`src/rtl/elevator_pkg.sv`:
```
// Shared types and default sizes for the elevator request scheduler.
package elevator_pkg;

  localparam int unsigned DEF_NUM_FLOORS = 16;
  localparam int unsigned DEF_FLOOR_W    = 4;

  localparam logic DIR_UP   = 1'b1;
  localparam logic DIR_DOWN = 1'b0;

  typedef enum logic [1:0] {
    IDLE     = 2'd0,
    DISPATCH = 2'd1,
    DOOR     = 2'd2,
    HOLD     = 2'd3
  } sched_state_t;

endpackage

```
`src/rtl/elevator_floor_select.sv`:
```
// Combinational SCAN selector: next floor in the travel direction, else reverse.
module elevator_floor_select
  import elevator_pkg::*;
#(
  parameter int unsigned NUM_FLOORS = DEF_NUM_FLOORS,
  parameter int unsigned FLOOR_W    = DEF_FLOOR_W
) (
  input  logic [NUM_FLOORS-1:0] pending,
  input  logic [FLOOR_W-1:0]    current_floor,
  input  logic                  sched_dir,
  output logic [FLOOR_W-1:0]    target,
  output logic                  target_found,
  output logic                  dir_flip
);

  logic [FLOOR_W-1:0] above;
  logic [FLOOR_W-1:0] below;
  logic               has_above;
  logic               has_below;
  logic               here;

  // Nearest pending floor above, nearest below, and a call at the car itself.
  always_comb begin
    above     = '0;
    below     = '0;
    has_above = 1'b0;
    has_below = 1'b0;
    here      = 1'b0;
    for (int i = 0; i < int'(NUM_FLOORS); i++) begin
      if (pending[i]) begin
        if (FLOOR_W'(i) == current_floor) begin
          here = 1'b1;
        end else if (FLOOR_W'(i) < current_floor) begin
          below     = FLOOR_W'(i);
          has_below = 1'b1;
        end else if (!has_above) begin
          above     = FLOOR_W'(i);
          has_above = 1'b1;
        end
      end
    end
  end

  always_comb begin
    target       = '0;
    target_found = 1'b0;
    dir_flip     = 1'b0;
    if (here) begin
      target       = current_floor;
      target_found = 1'b1;
    end else begin
      case (sched_dir)
        DIR_UP: begin
          if (has_above) begin
            target       = above;
            target_found = 1'b1;
          end else if (has_below) begin
            target       = below;
            target_found = 1'b1;
            dir_flip     = 1'b1;
          end
        end
        DIR_DOWN: begin
          if (has_below) begin
            target       = below;
            target_found = 1'b1;
          end else if (has_above) begin
            target       = above;
            target_found = 1'b1;
            dir_flip     = 1'b1;
          end
        end
        default: ;
      endcase
    end
  end

endmodule

```
`src/rtl/elevator_request_scheduler.sv`:
```
// Call latching, SCAN dispatch and door dwell for the elevator controller.
// Optional fire-recall mode is enabled by defining EMERGENCY_RECALL_EN.
module elevator_request_scheduler
  import elevator_pkg::*;
#(
  parameter int unsigned NUM_FLOORS   = DEF_NUM_FLOORS,
  parameter int unsigned FLOOR_W      = DEF_FLOOR_W,
  parameter int unsigned DWELL_CYCLES = 5000
) (
  input  logic                  clk,
  input  logic                  reset,
`ifdef EMERGENCY_RECALL_EN
  input  logic                  fire_recall,
`endif
  input  logic [NUM_FLOORS-1:0] call_req,
  input  logic [FLOOR_W-1:0]    current_floor,
  input  logic                  complete,
  input  logic                  door_alert,
  input  logic                  weigh_alert,
  output logic [FLOOR_W-1:0]    request_floor,
  output logic                  req_valid,
  output logic                  sched_dir,
  output logic [NUM_FLOORS-1:0] pending,
  output logic                  door_open,
  output logic                  busy
);

  localparam int unsigned CNT_W = (DWELL_CYCLES > 1) ? $clog2(DWELL_CYCLES) : 1;

  sched_state_t          state_q, state_d;
  logic [FLOOR_W-1:0]    req_floor_q, req_floor_d;
  logic                  req_valid_q, req_valid_d;
  logic                  dir_q, dir_d;
  logic [NUM_FLOORS-1:0] pending_q, pending_d;
  logic [CNT_W-1:0]      cnt_q, cnt_d;
  logic                  served_q, served_d;
  logic                  door_open_q, door_open_d;
  logic                  busy_q, busy_d;

  logic [FLOOR_W-1:0]    sel_target;
  logic                  sel_found;
  logic                  sel_flip;
  logic                  clr_en;
  logic [FLOOR_W-1:0]    clr_floor;
  logic [NUM_FLOORS-1:0] clr_mask;

  elevator_floor_select #(
    .NUM_FLOORS (NUM_FLOORS),
    .FLOOR_W    (FLOOR_W)
  ) u_select (
    .pending       (pending_q),
    .current_floor (current_floor),
    .sched_dir     (dir_q),
    .target        (sel_target),
    .target_found  (sel_found),
    .dir_flip      (sel_flip)
  );

  // served_q marks a door opened for a call, so that floor's new calls are absorbed.
  always_comb begin
    state_d     = state_q;
    req_floor_d = req_floor_q;
    req_valid_d = req_valid_q;
    dir_d       = dir_q;
    cnt_d       = cnt_q;
    served_d    = served_q;
    clr_en      = 1'b0;
    clr_floor   = req_floor_q;

    if (door_alert || weigh_alert) begin
      state_d     = HOLD;
      req_valid_d = 1'b0;
      cnt_d       = '0;
      served_d    = 1'b0;
    end
`ifdef EMERGENCY_RECALL_EN
    else if (fire_recall) begin
      served_d = 1'b0;
      unique case (state_q)
        IDLE: begin
          req_floor_d = '0;
          if (current_floor == '0) begin
            state_d = DOOR;
            cnt_d   = '0;
          end else begin
            state_d     = DISPATCH;
            req_valid_d = 1'b1;
          end
        end
        DISPATCH: begin
          if (req_floor_q != '0) begin
            state_d     = IDLE;
            req_valid_d = 1'b0;
          end else if (complete && current_floor == '0) begin
            state_d     = DOOR;
            req_valid_d = 1'b0;
            cnt_d       = '0;
          end
        end
        DOOR:    cnt_d = CNT_W'(DWELL_CYCLES - 1);
        HOLD: begin
          state_d = DOOR;
          cnt_d   = '0;
        end
        default: state_d = IDLE;
      endcase
    end
`endif
    else begin
      unique case (state_q)
        IDLE: begin
          if (sel_found) begin
            req_floor_d = sel_target;
            if (sel_target == current_floor) begin
              state_d   = DOOR;
              cnt_d     = '0;
              served_d  = 1'b1;
              clr_en    = 1'b1;
              clr_floor = sel_target;
            end else begin
              state_d     = DISPATCH;
              req_valid_d = 1'b1;
              dir_d       = dir_q ^ sel_flip;
            end
          end
        end
        DISPATCH: begin
          if (complete && current_floor == req_floor_q) begin
            state_d     = DOOR;
            req_valid_d = 1'b0;
            cnt_d       = '0;
            served_d    = 1'b1;
            clr_en      = 1'b1;
          end
        end
        DOOR: begin
          clr_en = served_q;
          if (cnt_q == CNT_W'(DWELL_CYCLES - 1)) begin
            state_d  = IDLE;
            cnt_d    = '0;
            served_d = 1'b0;
          end else begin
            cnt_d = cnt_q + CNT_W'(1);
          end
        end
        HOLD: begin
          state_d = DOOR;
          cnt_d   = '0;
        end
        default: state_d = IDLE;
      endcase
    end

    for (int i = 0; i < int'(NUM_FLOORS); i++) begin
      clr_mask[i] = clr_en && (FLOOR_W'(i) == clr_floor);
    end
    pending_d = (pending_q | call_req) & ~clr_mask;
`ifdef EMERGENCY_RECALL_EN
    if (fire_recall) pending_d = '0;
`endif

    door_open_d = (state_d == DOOR) || (state_d == HOLD);
    busy_d      = (state_d != IDLE);
  end

  always_ff @(posedge clk or negedge reset) begin
    if (!reset) begin
      state_q     <= IDLE;
      req_floor_q <= '0;
      req_valid_q <= 1'b0;
      dir_q       <= DIR_UP;
      pending_q   <= '0;
      cnt_q       <= '0;
      served_q    <= 1'b0;
      door_open_q <= 1'b0;
      busy_q      <= 1'b0;
    end else begin
      state_q     <= state_d;
      req_floor_q <= req_floor_d;
      req_valid_q <= req_valid_d;
      dir_q       <= dir_d;
      pending_q   <= pending_d;
      cnt_q       <= cnt_d;
      served_q    <= served_d;
      door_open_q <= door_open_d;
      busy_q      <= busy_d;
    end
  end

  assign request_floor = req_floor_q;
  assign req_valid     = req_valid_q;
  assign sched_dir     = dir_q;
  assign pending       = pending_q;
  assign door_open     = door_open_q;
  assign busy          = busy_q;

endmodule
```
`config.mk`:
```
export PLATFORM = sky130hd
export DESIGN_NAME = elevator_request_scheduler
export DESIGN_NICKNAME = d
export VERILOG_FILES = /design/src/rtl/elevator_pkg.sv /design/src/rtl/elevator_floor_select.sv /design/src/rtl/elevator_request_scheduler.sv
export SDC_FILE = /design/constraint.sdc
export NUM_CORES = 1
export LEC_CHECK = 0
export CAP_MARGIN = 20
export CORE_ASPECT_RATIO = 1.75
export CORE_MARGIN = 2
export CORE_UTILIZATION = 50
export CTS_CLUSTER_DIAMETER = 50
export DETAILED_ROUTE_END_ITERATION = 7
export PLACE_DENSITY = 0.75
export RECOVER_POWER = 50
export SETUP_SLACK_MARGIN = 0.1
export SKIP_LAST_GASP = 1
export SYNTH_ARGS = -nofsm -noshare
export SYNTH_HDL_FRONTEND = slang
export SYNTH_HIERARCHICAL = 1
export SYNTH_SLANG_ARGS = --single-unit
```
`constraint.sdc`:
```
create_clock -name clk -period 4.9 [get_ports clk]
set_input_delay 1.225 -clock clk [delete_from_list [all_inputs] [get_ports clk]]
set_output_delay 1.225 -clock clk [all_outputs]
set_load 0.02 [all_outputs]
```
### M3 wires, run 1

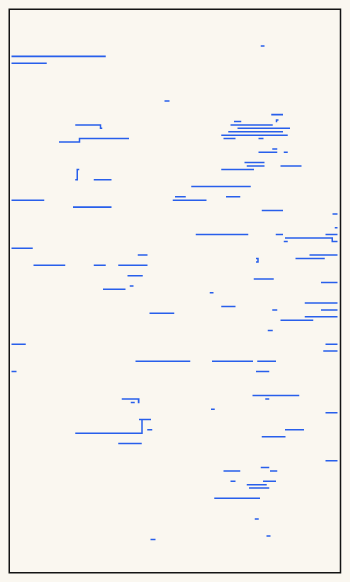
longest straight run = 18.4 um
main direction = horizontal
wire length on this layer = 367 um
share of all routed wire = 3.3%

### Register map, names as in the netlist, run 1

Other sequential cells in the stronger gray, the rest of the logic in the fainter gray.
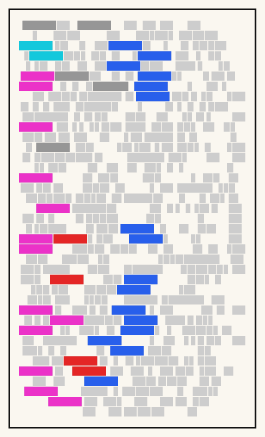
pending -> blue  # flops 16
request_floor -> red  # flops 4, where bottom left
cnt_q -> magenta  # flops 13
state_q -> cyan  # flops 2

### Signal wires by layer, run 1

Two of the layers only.
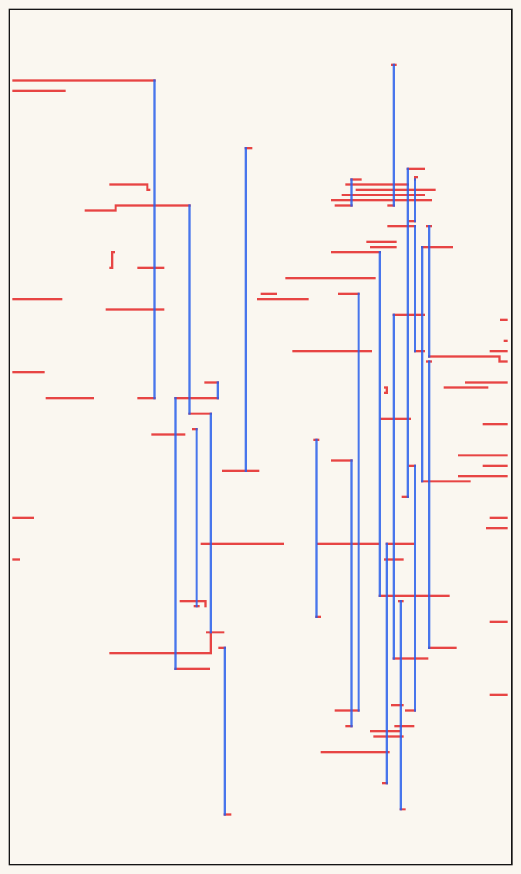
met3 -> red  # wire length 367 um
met4 -> blue  # wire length 685 um

### Routing congestion map, run 1

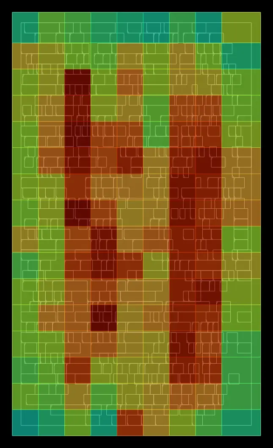
met2 Use GR: 0.581
GRT Overall Usage: 0.313

==> out/qor.txt, run 1 <==
crit path from -> current_floor[3]
clock buf count -> 6
Syn Nets -> 424
# Max-Cap Violations -> 1
Sequential Power -> 0.000339 W
cell with the most instances after synthesis -> nor2_1
Sw Ratio -> 0.277
Cell Area, Synth -> 3300 sq um
die boundary height -> 112 um
Final Skew -> 0.00289 ns
Synth Seq Share -> 0.303
hold crit path type -> reg -> reg
# rows -> 39
Relative slew margins -> -0.411
vias in the first global route -> 3,444
proportion of layout cells with a drive suffix above 1 -> 0.181
Startpoint Class -> input port
post-route minimum period -> 4.62 ns
clock root buffer -> clkbuf_16
final hold vios -> 0
WHS -> 0.536 ns
sequential cell area -> 1000 sq um
top power group -> sequential cells
reg-to-reg critical path startpoint -> pending[5]
data required time of the critical path -> 5.06 ns
Post-Place Cell Area -> 4040 sq um
failing checks -> capacitance limit, slew limit
Worst IR Drop VDD -> 0.232 mV
Syn-to-layout area delta -> 28.1%
PwrDens -> 198 nW/um^2
total tool warning count -> 27
Max-area cell class -> logic gates
Final WS setup -> 0.280 ns
I/O Buffers -> 48
global-route met3 utilization -> 0.0313
clock tree from TritonCTS -> yes
Non-clock buffering overhead -> 0.190
Comb power -> 0.000195 W
final routed DRC violation total -> 0
Core Footprint -> 6440 sq um
CP Capture Point -> pending[11]
number of logic gates -> 326
FILL cells -> 598
post-route ant nets -> 0
Pleak -> 1.69 nW
post-synthesis async set-or-reset flop share -> 1.00
Pre-antenna DRT Iters -> 6
Fin Setup TNS -> 0 ns
routability cong. -> 0.893
Post-synth regs -> 40
Die W -> 65.5 um
clock buffer count from CTS -> 5
met1 usage -> 0.327
Seq/total area -> 0.237
Yosys chip area -> 3300 sq um
Max Slew Vio Count -> 41
post-route cell area -> 4230 sq um
logic area -> 2150 sq um
area fraction in xor and xnor cells -> 0.0239
Clock Pin Slew Worst Setup and Hold Paths -> 0.05 ns
CP arrival -> 4.78 ns
largest net degree at the start of global routing -> 41
R2R setup slack -> 1.24 ns
Post-Layout Cell Count -> 552
status -> complete, but fails checks
Placed Instances -> 543
number of enable flip-flop cells -> 0
final wirelength -> 11,000 um
total gr overflow -> 0
==> inputs of run 2 (changes only) <==
--- a/config.mk
+++ b/config.mk
@@ -5,10 +5,10 @@
 export SDC_FILE = /design/constraint.sdc
 export NUM_CORES = 1
 export LEC_CHECK = 0
-export CAP_MARGIN = 20
 export CORE_ASPECT_RATIO = 1.75
 export CORE_MARGIN = 2
 export CORE_UTILIZATION = 50
+export CTS_BUF_LIST = sky130_fd_sc_hd__clkbuf_2 sky130_fd_sc_hd__clkbuf_4 sky130_fd_sc_hd__clkbuf_8
 export CTS_CLUSTER_DIAMETER = 50
 export DETAILED_ROUTE_END_ITERATION = 7
 export PLACE_DENSITY = 0.75
==> out/qor.txt, run 2 <==
status -> complete, but fails checks
failing checks -> capacitance limit, slew limit
Final WS setup -> 0.284 ns
total tool warning count -> 27
Post-synth regs -> 40
number of enable flip-flop cells -> 0
hold crit path type -> reg -> reg
Max Slew Vio Count -> 41
Cell Area, Synth -> 3300 sq um
CP Capture Point -> cnt_q[2]
WHS -> 0.544 ns
number of logic gates -> 326
proportion of layout cells with a drive suffix above 1 -> 0.177
met2 Use GR -> 0.580
logic area -> 2120 sq um
# rows -> 39
clock tree from TritonCTS -> yes
Placed Instances -> 543
Synth Seq Share -> 0.303
vias in the first global route -> 3,439
GRT Overall Usage -> 0.315
Clock power frac -> 0.286
post-route cell area -> 4140 sq um
post-route ant nets -> 0
clock root buffer -> clkbuf_8
Worst IR Drop VDD -> 0.227 mV
Sequential Power -> 0.000339 W
period utilization -> 0.942
Syn-to-layout area delta -> 25.4%
Non-clock buffering overhead -> 0.192
final hold vios -> 0
Die ar. -> 7300 sq um
met1 usage -> 0.327
Comb power -> 0.000192 W
Top Metal Used -> met4
CP Class -> in -> reg
FILL cells -> 615
cell with the most instances after synthesis -> nor2_1
data required time of the critical path -> 5.09 ns
Startpoint Class -> input port
Post-Layout Cell Count -> 551
total gr overflow -> 0
Yosys chip area -> 3300 sq um
Max-area cell class -> logic gates
PwrDens -> 180 nW/um^2
clock buf count -> 6
# Max-Cap Violations -> 1
final wirelength -> 10,900 um
Final Skew -> 0.00532 ns
slowest stage delay, CP -> 0.52 ns
global-route met3 utilization -> 0.0323
post-synthesis async set-or-reset flop share -> 1.00
hold path start -> cnt_q[12]
Sw Ratio -> 0.298
Post-Place Cell Area -> 4040 sq um
Clock Pin Slew Worst Setup and Hold Paths -> 0.07 ns
reg-to-reg critical path startpoint -> pending[5]
I/O Buffers -> 48
R2R setup slack -> 1.23 ns
post-route minimum period -> 4.62 ns
Fin Setup TNS -> 0 ns
Via Count -> 3,524
Syn Nets -> 424
ys cells -> 398
clock buffer count from CTS -> 5
Relative slew margins -> -0.443
die boundary height -> 112 um
sequential cell area -> 1000 sq um
top power group -> sequential cells
area fraction in xor and xnor cells -> 0.0239
routability cong. -> 0.893
CP arrival -> 4.80 ns
Pre-antenna DRT Iters -> 5
Pleak -> 1.65 nW
Core Footprint -> 6440 sq um
### Signal wires by layer, run 2

Two of the layers only.
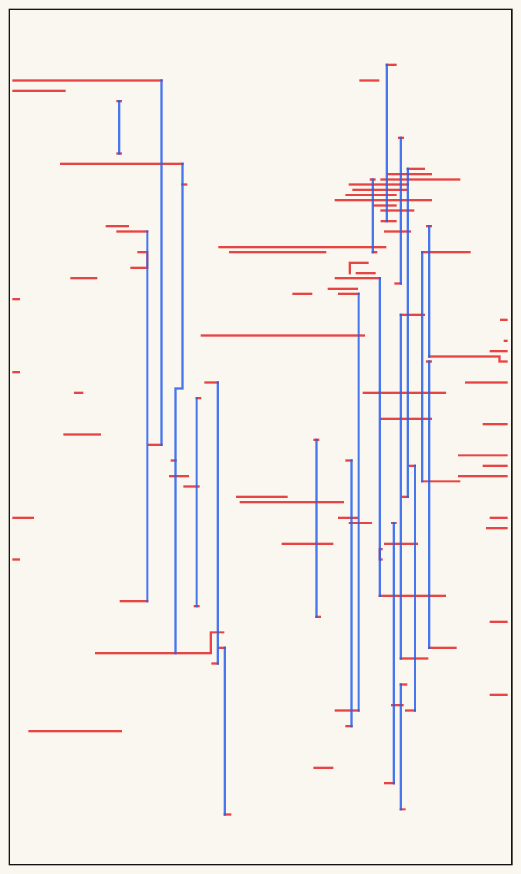
met3 -> red  # wire length 399 um
met4 -> blue  # wire length 710 um

No activity file was given, so power comes from the tool's default toggle rates.
